### src/rtl/uart_rx_core.sv
// 8N1 UART receiver: synchronizes the serial line, samples each bit mid-period
// and presents bytes with a one-cycle valid pulse or a one-cycle framing-error pulse.
module uart_rx_core #(
    parameter int CLKS_PER_BIT = 16
) (
    input  logic       clk,
    input  logic       rst,
    input  logic       uart_rx,
    output logic [7:0] rx_data,
    output logic       rx_valid,
    output logic       rx_frame_err,
    output logic       rx_busy
);

    localparam int HALF_BIT = CLKS_PER_BIT / 2;
    localparam int CNT_W    = (CLKS_PER_BIT > 1) ? $clog2(CLKS_PER_BIT) : 1;
    localparam logic [CNT_W-1:0] HALF_LAST = CNT_W'(HALF_BIT - 1);
    localparam logic [CNT_W-1:0] FULL_LAST = CNT_W'(CLKS_PER_BIT - 1);

    typedef enum logic [2:0] {
        IDLE      = 3'd0,
        START     = 3'd1,
        DATA      = 3'd2,
        STOP      = 3'd3,
        WAIT_IDLE = 3'd4
    } state_t;

    state_t           state_r;
    logic             sync1_r;
    logic             sync2_r;
    logic             hist_r;
    logic [CNT_W-1:0] clk_cnt_r;
    logic [2:0]       bit_idx_r;
    logic [7:0]       shift_r;
    logic [7:0]       rx_data_r;
    logic             rx_valid_r;
    logic             rx_frame_err_r;
    logic             rx_busy_r;

    // Two-flop synchronizer plus one history flop for falling-edge detection
    always_ff @(posedge clk) begin
        if (rst) begin
            sync1_r <= 1'b1;
            sync2_r <= 1'b1;
            hist_r  <= 1'b1;
        end else begin
            sync1_r <= uart_rx;
            sync2_r <= sync1_r;
            hist_r  <= sync2_r;
        end
    end

    // Receive FSM with registered data, pulse and busy outputs
    always_ff @(posedge clk) begin
        if (rst) begin
            state_r        <= IDLE;
            clk_cnt_r      <= '0;
            bit_idx_r      <= 3'd0;
            shift_r        <= 8'h00;
            rx_data_r      <= 8'h00;
            rx_valid_r     <= 1'b0;
            rx_frame_err_r <= 1'b0;
            rx_busy_r      <= 1'b0;
        end else begin
            rx_valid_r     <= 1'b0;
            rx_frame_err_r <= 1'b0;
            case (state_r)
                IDLE: begin
                    // Only a true high-to-low transition starts a frame
                    if (!sync2_r && hist_r) begin
                        state_r   <= START;
                        clk_cnt_r <= '0;
                        rx_busy_r <= 1'b1;
                    end else begin
                        state_r <= IDLE;
                    end
                end
                START: begin
                    if (clk_cnt_r == HALF_LAST) begin
                        clk_cnt_r <= '0;
                        bit_idx_r <= 3'd0;
                        if (!sync2_r) begin
                            state_r <= DATA;
                        end else begin
                            state_r   <= IDLE;
                            rx_busy_r <= 1'b0;
                        end
                    end else begin
                        clk_cnt_r <= clk_cnt_r + CNT_W'(1);
                    end
                end
                DATA: begin
                    if (clk_cnt_r == FULL_LAST) begin
                        clk_cnt_r          <= '0;
                        shift_r[bit_idx_r] <= sync2_r;
                        if (bit_idx_r == 3'd7) begin
                            state_r <= STOP;
                        end else begin
                            bit_idx_r <= bit_idx_r + 3'd1;
                        end
                    end else begin
                        clk_cnt_r <= clk_cnt_r + CNT_W'(1);
                    end
                end
                STOP: begin
                    if (clk_cnt_r == FULL_LAST) begin
                        clk_cnt_r <= '0;
                        if (sync2_r) begin
                            rx_data_r  <= shift_r;
                            rx_valid_r <= 1'b1;
                            state_r    <= IDLE;
                            rx_busy_r  <= 1'b0;
                        end else begin
                            rx_frame_err_r <= 1'b1;
                            state_r        <= WAIT_IDLE;
                        end
                    end else begin
                        clk_cnt_r <= clk_cnt_r + CNT_W'(1);
                    end
                end
                WAIT_IDLE: begin
                    // Hold off until a break ends so it is not read as more frames
                    if (sync2_r) begin
                        state_r   <= IDLE;
                        rx_busy_r <= 1'b0;
                    end else begin
                        state_r <= WAIT_IDLE;
                    end
                end
                default: begin
                    state_r   <= IDLE;
                    clk_cnt_r <= '0;
                    rx_busy_r <= 1'b0;
                end
            endcase
        end
    end

    assign rx_data      = rx_data_r;
    assign rx_valid     = rx_valid_r;
    assign rx_frame_err = rx_frame_err_r;
    assign rx_busy      = rx_busy_r;

endmodule
### config.mk
export PLATFORM = sky130hd
export DESIGN_NAME = uart_rx_core
export DESIGN_NICKNAME = d
export VERILOG_FILES = /design/src/rtl/uart_rx_core.sv
export SDC_FILE = /design/constraint.sdc
export NUM_CORES = 1
export LEC_CHECK = 0
export ABC_CLOCK_PERIOD_IN_PS = 1550
export CORE_MARGIN = 4
export CORE_UTILIZATION = 30
export CTS_CLUSTER_SIZE = 8
export DETAILED_ROUTE_END_ITERATION = 7
export GPL_TIMING_DRIVEN = 1
export HOLD_SLACK_MARGIN = 0.05
export SLEW_MARGIN = 20
export SYNTH_ARGS = -nofsm -noshare
export SYNTH_HDL_FRONTEND = slang
export SYNTH_SLANG_ARGS = --single-unit
### constraint.sdc
create_clock -name clk -period 1.55 [get_ports clk]
set_input_delay 0.31 -clock clk [delete_from_list [all_inputs] [get_ports clk]]
set_output_delay 0.31 -clock clk [all_outputs]
set_load 0.005 [all_outputs]
run_1/pinout.png
Pins as bars across the die edge, other pins in grey.
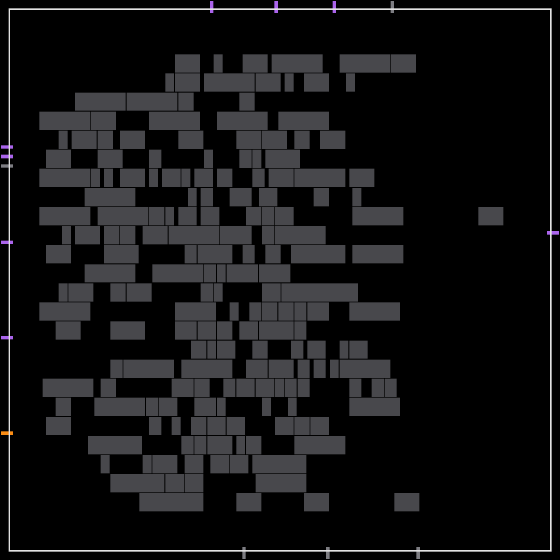
[`rx_data`] purple | pins: 8 | direction: output | edge: 4 left, 3 top, 1 right
[`uart_rx`] orange | pins: 1 | direction: input | edge: left
Die Height: 77.0 um
port bufs: 13

run_1/clock_nets.png
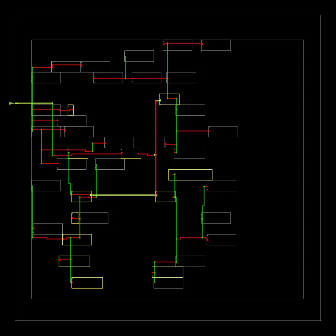
Clock Sinks: 32
FFs & Latches: 32
Setup Skew: 0.00592 ns

run_1/gates.png
Scale bar: 20 um.
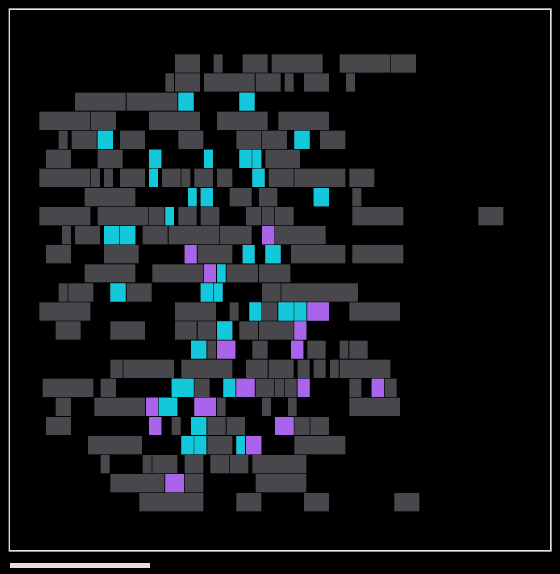
[aoi and oai cells] purple | cells: 16
[nand cells] cyan | cells: 34
highest-count logic cell in the final layout: dfxtp_1
Non-Filler Instances: 239
logic share of the area: 0.402

run_1/ff_map.png
Scale bar: 20 um. Other sequential cells in the stronger grey, the rest of the logic in the fainter grey.
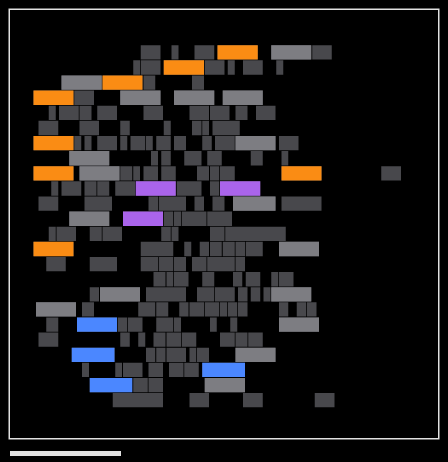
[`bit_idx_r`] purple | placed flops: 3
[`rx_data`] orange | placed flops: 8
[`clk_cnt_r`] blue | placed flops: 4 | where: lower left
not coloured: 17
sequential cell area share: 0.345
final core utilization: 0.419
P_seq: 0.837 mW
storage element area: 646 sq um

==> reports/qor.csv, run 1 <==
metric,value,unit
status,"finished, final reports clean",
reg2reg_setup_slack,0.07,ns
cp.arrival,1.68,ns
min_path_cells,1,
route.met2.wl,1300,um
grt_pass1_wl,5150,um
routedWlPerCell,11.8,um
comb_cells,114,
ys_seq_share,0.449,
worstPathMaxFanout,4,
die_area,5930,sq um
nWellTaps,52,
ys_seq_elements,32,
crit_end,clk_cnt_r[3]$_SDFFE_PP0P_,
rsz0062_at_grt,true,
yosys.cell_types.count,35,
track_usage,0.105,
grt_pass1_vias,1112,
met3_length,84,um
hold_start,sync1_r$_SDFF_PP1_,
drv_cap,0,
synthArstFlopShare,0,
holdBufCountCts,0,
logic_area,753,sq um
fin_area,1870,sq um
cts_buffer_depth,2,
grt_start_max_net_pins,18,
tns,0,ns
ir_worst_vdd,0.000709,V
path_clk_slew,0.06,ns
tool_warnings,27,
non_clock_inverter_count,1,
drive_above_1_share,0.219,
finalMaxSlewViolations,0,
wl_met1,1400,um
setup_viol,0,
ys_chip_area,1430,sq um
ant_nets,0,
top_cells_by_area,"dfxtp_1 (45%), mux2i_1 (12%), nor2_1 (5.5%)",
min-delay-path-class,flop to flop,
nNetsFinal,192,
drt_iter0_markers,64,
routed_wl,2810,um
initCoreUtil,0.319,
cts_tree,done,
edf_count,0,
clock_buffers,6,
r2r_cells,5,
dominant-cell-class,multi-input combinational cells,
dr.pass1.iters,4,
clock_latency,0.28,ns
period_minus_slack,1.48,ns
hold_viol_final,0,
routed_via_density,4.73,
numCtsBuffers,5,
met2_usage,0.158,
powerDensity,902,nW/um^2
critical_path_class,flop to flop,
power,1.69,mW
setup_ws,0.0660,ns
cp-start-kind,flop,
[run 1: power breakdown]
part           leakage [nW]  internal (mW)  switching (mW)  total, mW
registers             0.261          0.830         0.00654      0.837
logic                 0.475         0.0435          0.0413     0.0848
clock network        0.0552          0.476           0.291      0.768
[run 1: cell usage in the layout (no fill, tap or decap), types with 4 or more instances in the layout]
cell type         n
dfxtp_1          28
nor2_1           20
mux2i_1          17
buf_4            17
clkdlybuf4s50_1  13
nand3_1          11
nand2b_1         10
nand2_1           8
a21oi_1           7
nor3_1            6
clkbuf_8          5
dfxtp_2           4
[run 1: metrics by stage]
step	instances	hold slack, ns	utilization
finish	239	0.411	0.419
CTS	238	0.413	0.408
detailed placement	229	0.397	0.383
floorplan	157	0.389	-
global route	239	0.424	0.419
global placement	229	0.395	0.383
[run 1: cell families (layout without fill, tap and decap cells)]
family,Yosys count,count (layout),synth area share
AND/OR/NAND/NOR,75,75,0.273
flip-flops,32,32,0.449
buffers and inverters,11,41,0.0403
multiplexers,17,17,0.119
adder cells (fa/ha/maj),3,3,0.0263
AND-OR/OR-AND,18,18,0.0815
XOR/XNOR,1,1,0.0114
[run 1: what timing repair did]
| item | CTS | global route |
|---|---|---|
| gates cloned | 0 | 0 |
| setup buffers | 1 | 1 |
| gates resized | 0 | 11 |
| endpoints found under the setup margin | 1 | 16 |
| pin swaps | 1 | 2 |
[run 1: critical path, cell delays in order, from the launching register on]
cell and delay, ns:
dfxtp_2 0.33, ha_4 0.17, and2_4 0.17, a21oi_2 0.14
or4b_1 0.44, a31oi_1 0.16
[run 1: sequential cells by signal, indices dropped and copies added, names as in the netlist, 3 cells and up]
name / flops
rx_data: 8
bit_idx_r: 3
state_r: 3
clk_cnt_r: 4
shift_r: 8
--- run 2 (diff from run 1) ---
--- a/config.mk
+++ b/config.mk
@@ -10,6 +10,7 @@
 export CORE_UTILIZATION = 30
 export CTS_CLUSTER_SIZE = 8
 export DETAILED_ROUTE_END_ITERATION = 7
+export GPL_ROUTABILITY_DRIVEN = 0
 export GPL_TIMING_DRIVEN = 1
 export HOLD_SLACK_MARGIN = 0.05
 export SLEW_MARGIN = 20
run_2/pinout.png
Pins as bars across the die edge, other pins in grey.
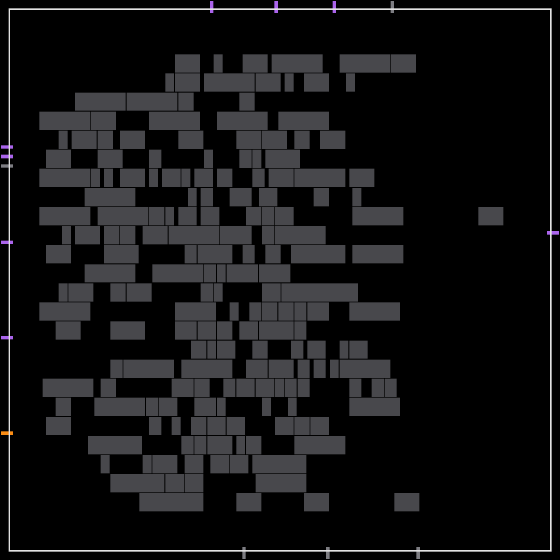
[`uart_rx`] orange | pins: 1 | direction: input | edge: left
[`rx_data`] purple | pins: 8 | direction: output | edge: 4 left, 3 top, 1 right
DIE WIDTH: 77.0 um

run_2/clock_nets.png
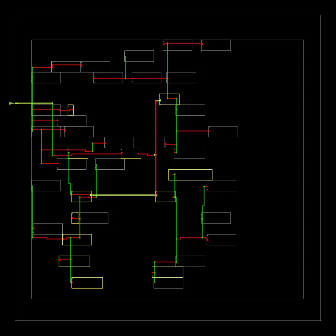
clock tree buffer count of the final layout: 6
clk latency late pin: 0.28 ns
cts bufs inserted: 5

run_2/gates.png
Scale bar: 20 um.
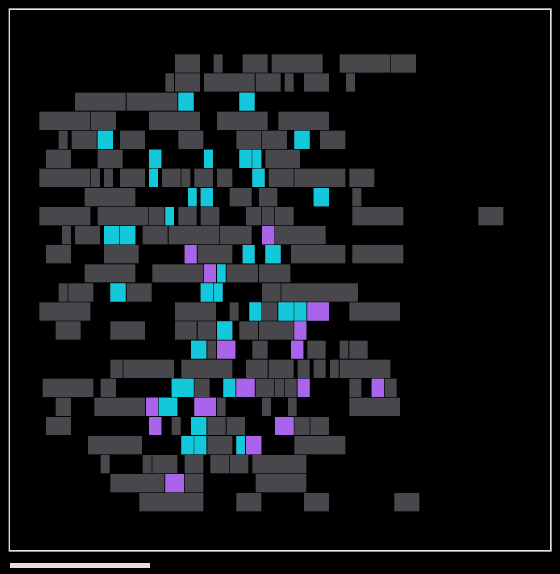
[aoi and oai cells] purple | cells: 16
[nand cells] cyan | cells: 34

==> run 2 against run 1 <==
  * Clock-buffer cell count unchanged
  * Synthesized cell count did not move
  * Final cell count stayed put
  * Largest cell class unchanged
  * Highest routed layer unchanged
==> reports/qor.csv, run 2 <==
metric,value,unit,change
seq_cell_count,32,,unchanged
period_minus_slack,1.48,ns,unchanged
status,"finished, final reports clean",,
comb_area_share,0.402,,unchanged
drt_iter0_markers,64,,unchanged
dominant-cell-class,multi-input combinational cells,,
timing.hold.ws,0.411,ns,unchanged
top_cells_by_area,"dfxtp_1 (45%), mux2i_1 (12%), nor2_1 (5.5%)",,
seqPwrFrac,0.495,,about the same
flop_area,646,sq um,unchanged
tns,0,ns,unchanged
routed_via_density,4.73,,unchanged
min-delay-path-class,flop to flop,,
clkPwrFrac,0.454,,about the same
nNetsFinal,192,,unchanged
nWellTaps,52,,unchanged
cp.arrival,1.68,ns,about the same
cp-start-kind,flop,,
finalNonFillerCells,239,,unchanged
setup_viol,0,,unchanged
place_inst,229,,unchanged
ant_nets,0,,unchanged
skew,0.00592,ns,unchanged
seq-cell-share,0.345,,unchanged
worstPathMaxFanout,4,,unchanged
cts_buffer_depth,2,,unchanged
post-route-util,0.419,,unchanged
synthArstFlopShare,0,,unchanged
hold_start,sync1_r$_SDFF_PP1_,,
edf_count,0,,unchanged
logic_area,753,sq um,unchanged
combPwrFrac,0.050,,about the same
ir_worst_vdd,0.000709,V,unchanged
port_buffers,13,,unchanged
rsz0062_at_grt,true,,
hold_viol_final,0,,unchanged
[run 2: cell counts in the layout (fill, tap and decap cells not counted)]
Identical to the previous run, type by type.
[run 2: cell families (layout without fill, tap and decap cells)]
kind of cell    Yosys count  in the layout  synth area share
xor+xnor                  1              1            0.0114
fa+ha+maj                 3              3            0.0263
buf+inv                  11             41            0.0403
flops                    32             32             0.449
mux                      17             17             0.119
simple gates             75             75             0.273
compound gates           18             18            0.0815
[run 2: power by group through the flow]
| stage | sequential [mW] | clock, mW | combinational [mW] |
|---|---|---|---|
| 2_1_floorplan | 0.852 | 0 | 0.0475 |
| 3_3_place_gp | 0.854 | 0 | 0.0828 |
| 3_5_place_dp | 0.854 | 0 | 0.0822 |
| 4_1_cts | 0.836 | 0.793 | 0.0842 |
| 5_1_grt | 0.837 | 0.847 | 0.0955 |
| 6_report | 0.837 | 0.768 | 0.0848 |
[run 2: path summary, 6_finish.rpt]
kind,endpoint,depth (start not counted)
max,clk_cnt_r[3]$_SDFFE_PP0P_,5
min,sync2_r$_SDFF_PP1_,1
max reg2reg,clk_cnt_r[3]$_SDFFE_PP0P_,5
min reg2reg,sync2_r$_SDFF_PP1_,1
[run 2: what timing repair did]
item                       CTS  global route
pin swaps                    1             2
gates resized                0            11
setup buffers                1             1
setup endpoints to repair    1            16
[run 2: layer usage]
layer  up-vias  wire, um  GRT usage
met4         0        23     0.0267
met3         3        84     0.0375
met2        21      1300      0.158
met5         -         0          0
li1        598         -          -
met1       509      1400      0.144
[run 2: worst max-delay path: stages, from the launching register on]
cell and delay, ns:
dfxtp_2 0.33, ha_4 0.17, and2_4 0.17, a21oi_2 0.14, or4b_1 0.44, a31oi_1 0.16
Power and IR drop assume default switching activity.
